Design ctrl_muestreo_flat, sky130hd; sources not shown.
==> images/m1.png <==
Scale: 6 px per um.
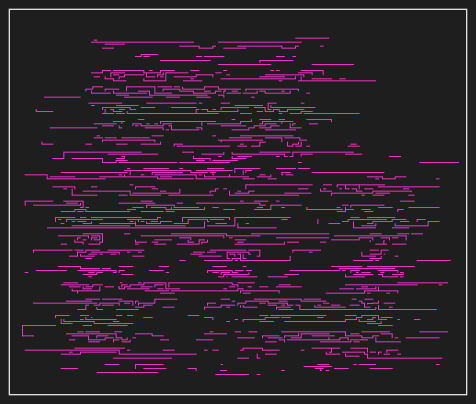
nets with wire on the layer = 279
main direction = horizontal
longest straight run = 26.2 um
met1 layer usage reported by global route: 0.2892
via count: 2095
drt total wl: 4909 um

==> images/congestion_map.png <==
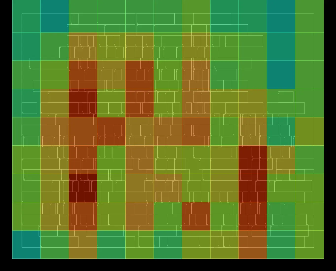
Top Usage Layer GRT: met2
Final Util: 0.6765

==> images/class_map.png <==
Scale: 4 px per um.
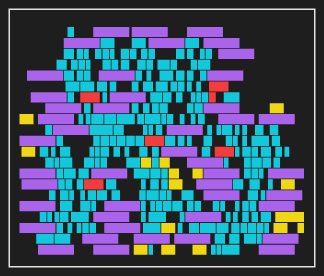
yellow -> remaining buffers and delay cells  # cells 16
cyan -> remaining logic cells  # cells 224
purple -> registers  # cells 45
red -> clock drivers and dummy loads  # cells 6
design area: 2755 um^2
number of cell rows: 21

==> images/closeup.png <==
Window x 6 to 31, y 36 to 61 um. Cells in gray, sequential cells in the stronger gray; small squares are vias.
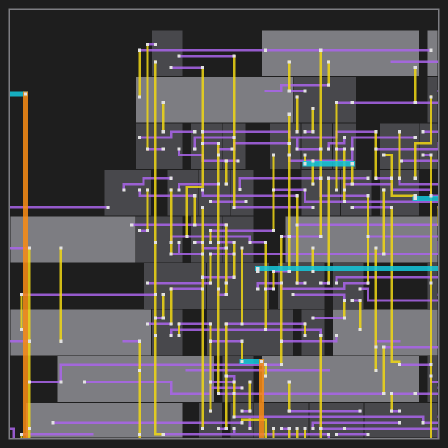
cyan -> M3
purple -> M1
orange -> M4
yellow -> M2
cells with their middle in the window = 42
sequential cells in the window = 9
most frequent = dfrtp_1 (9), nand2_1 (4), a21oi_1 (4)

==> images/sizing.png <==
Scale: 4 px per um.
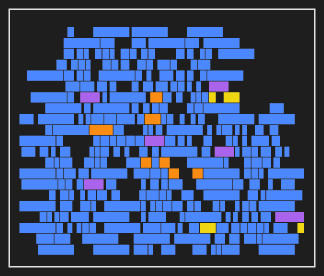
blue -> x1 and smaller  # cells 274, share 94%
orange -> x3 and x4  # cells 7, share 2.4%
purple -> x6 and larger  # cells 6, share 2.1%
yellow -> x2  # cells 4, share 1.4%
Layout area overhead: 9.771%
Non-CTS buffers: 16
final worst-path setup slack: 853.0 ps

==> flow_summary_export.csv <==
group,metric,value,unit
logic_synthesis,yosysTopAreaCellShare,0.4487,
logic_synthesis,ys_sh_adder,0.03490,
place,place_congestion,0.8553,
power_and_ir_drop,finalPower,0.001005,W
power_and_ir_drop,pwr_density_cell,364.6,nW/um^2
status,outcome,"complete, no violations",
grt,globalRouteTotalUtil,0.2213,
route,avgViaCountPerCell,6.020,
worst_setup_path,worstSetupStartpointType,"primary input",
logic_synthesis,synth-seq-cells,45,
place,dp_cells,342,
worst_setup_path,critPathSlowestCell,"clkdlybuf4s50_1",
final_layout,comb_area,1276,um^2
final_layout,drive_gt1_frac,0.05842,
job,maxCapViolations,0,
final_layout,fill_cells,319,
logic_synthesis,mux_share,0.02941,
logic_synthesis,aoi_share,0.1904,
sta,maxSlewViolCount,0,
final_layout,non_clock_buffer_area_share,0.05631,
job,warning_count,28,
clock_tree,clk_latency,290,ps
sta,finalHoldViolCount,0,
logic_synthesis,async_flop_share,1.000,
floorplan,die_h,64,um
grt,met3_usage,0.04096,
logic_synthesis,top_logic_kind,"simple AND/OR/NAND/NOR gates",
sta,clock.fmax,0.4658,GHz
floorplan,die-area,4864,um^2
floorplan,ios,12,
logic_synthesis,synth_cells,278,
route,wl_met2,2349,um
logic_synthesis,avgSynthCellArea,9.028,um^2
logic_synthesis,synth.most_common_cell,"dfrtp_1",
logic_synthesis,synth_warnings,0,
route,route.detailed.drc,0,
final_layout,seq_area,1126,um^2
sta,worstMarginPinSlew,836.5,ps
logic_synthesis,common_cells,"dfrtp_1 (45), nand2_1 (25), a21oi_1 (20), nand3_1 (20), nor2_1 (20)",
hold_path,hp-class,"in -> async",
final_layout,diodes,0,
route,top_layer,"met4",
worst_setup_path,required,3180,ps
final_layout,clkbuf_count,5,
route,drtAntennaViolNets,0,
final_layout,nNetsFinal,305,
final_layout,seq-cell-share,0.4087,
worst_setup_path,path_max_fanout,8,
logic_synthesis,yosys-stat-area,2510,um^2
final_layout,clock_area_frac,0.02679,
worst_setup_path,crit_chain,"clkdlybuf4s50_1, a211o_1, a21o_1, a21oi_4, mux2_1",
clock_tree,hold_buffers,0,
logic_synthesis,synth-cells-yosys,278,
logic_synthesis,yosys.area_share.simple,0.2468,
place,pre_cts_ws,560.1,ps
clock_tree,cts_buffers,5,
power_and_ir_drop,p_leak,1.140,nW
worst_setup_path,max_stage_delay,530,ps
floorplan,die_x,76,um
route,dr_wl_met3,180,um
logic_synthesis,xor_share,0.006979,
clock_tree,htreeDepth,2,
floorplan,fp-utilization,0.6163,
logic_synthesis,ys_seq_share,0.4487,
clock_tree,clockRootBuffer,"clkbuf_8",
route,wl_met1,2335,um
final_layout,multi_input_comb_cells,210,
final_layout,comb_area_share,0.4632,
place,portBuffers,11,
clock_tree,post_cts_resized,0,
grt,grt_max_degree,31,
clock_tree,clk_pin_slew_worst_paths,80,ps
clock_tree,cts_tree,"yes",
grt,grt_pass1_wl,8569,um
logic_synthesis,edf_count,0,
sta,maxSlewHeadroom,0.4403,
sta,rsz0062_at_grt,"no",
sta,timing.final.crit_period,2147,ps
sta,period_used_share,0.7157,
logic_synthesis,netlist_area,2510,um^2
grt,antenna_found_initial,0,
final_layout,largest_reg_flops,16,
sta,setup_viol,0,
final_layout,dominant_cells,"logic gates",
grt,grt-ovfl-total,0,
worst_setup_path,worstPathArrival,2320,ps
floorplan,nWellTaps,57,
clock_tree,cts.sinks,45,
logic_synthesis,synth_top_cell_by_area,"dfrtp_1",
logic_synthesis,synthesis.nets,291,
route,wl_per_cell,14.11,um
worst_setup_path,ff2ff_path_depth,7,
sta,whs,211.2,ps
worst_setup_path,critPathKind,"in -> reg",
worst_setup_path,r2r_slack,870,ps
grt,grt_pass1_vias,1948,
place,placed_area,2681,um^2
==> report_power, final <==
| group | switching (W) | total (W) | internal [W] |
|---|---|---|---|
| logic | 0.0000369 | 0.0000569 | 0.0000200 |
| registers | 0.00000336 | 0.000612 | 0.000608 |
| clock network | 0.000183 | 0.000336 | 0.000153 |
==> worst max-delay path: cells and delay by family <==
family | cells | cell delay (ps)
AND-OR/OR-AND | 3 | 840
buffers and inverters | 1 | 530
multiplexers | 1 | 350
==> placed cells by master (no fill, tap or decap), drive strengths merged, types with 4 or more instances in the layout <==
cell type,n
a21oi,21
a22oi,8
a31oi,6
and3,7
buf,6
clkbuf,5
clkdlybuf4s50,10
dfrtp,45
ha,7
inv,14
mux2i,4
nand2,25
nand2b,4
nand3,20
nand4,5
nor2,21
nor3,9
o21ai,26
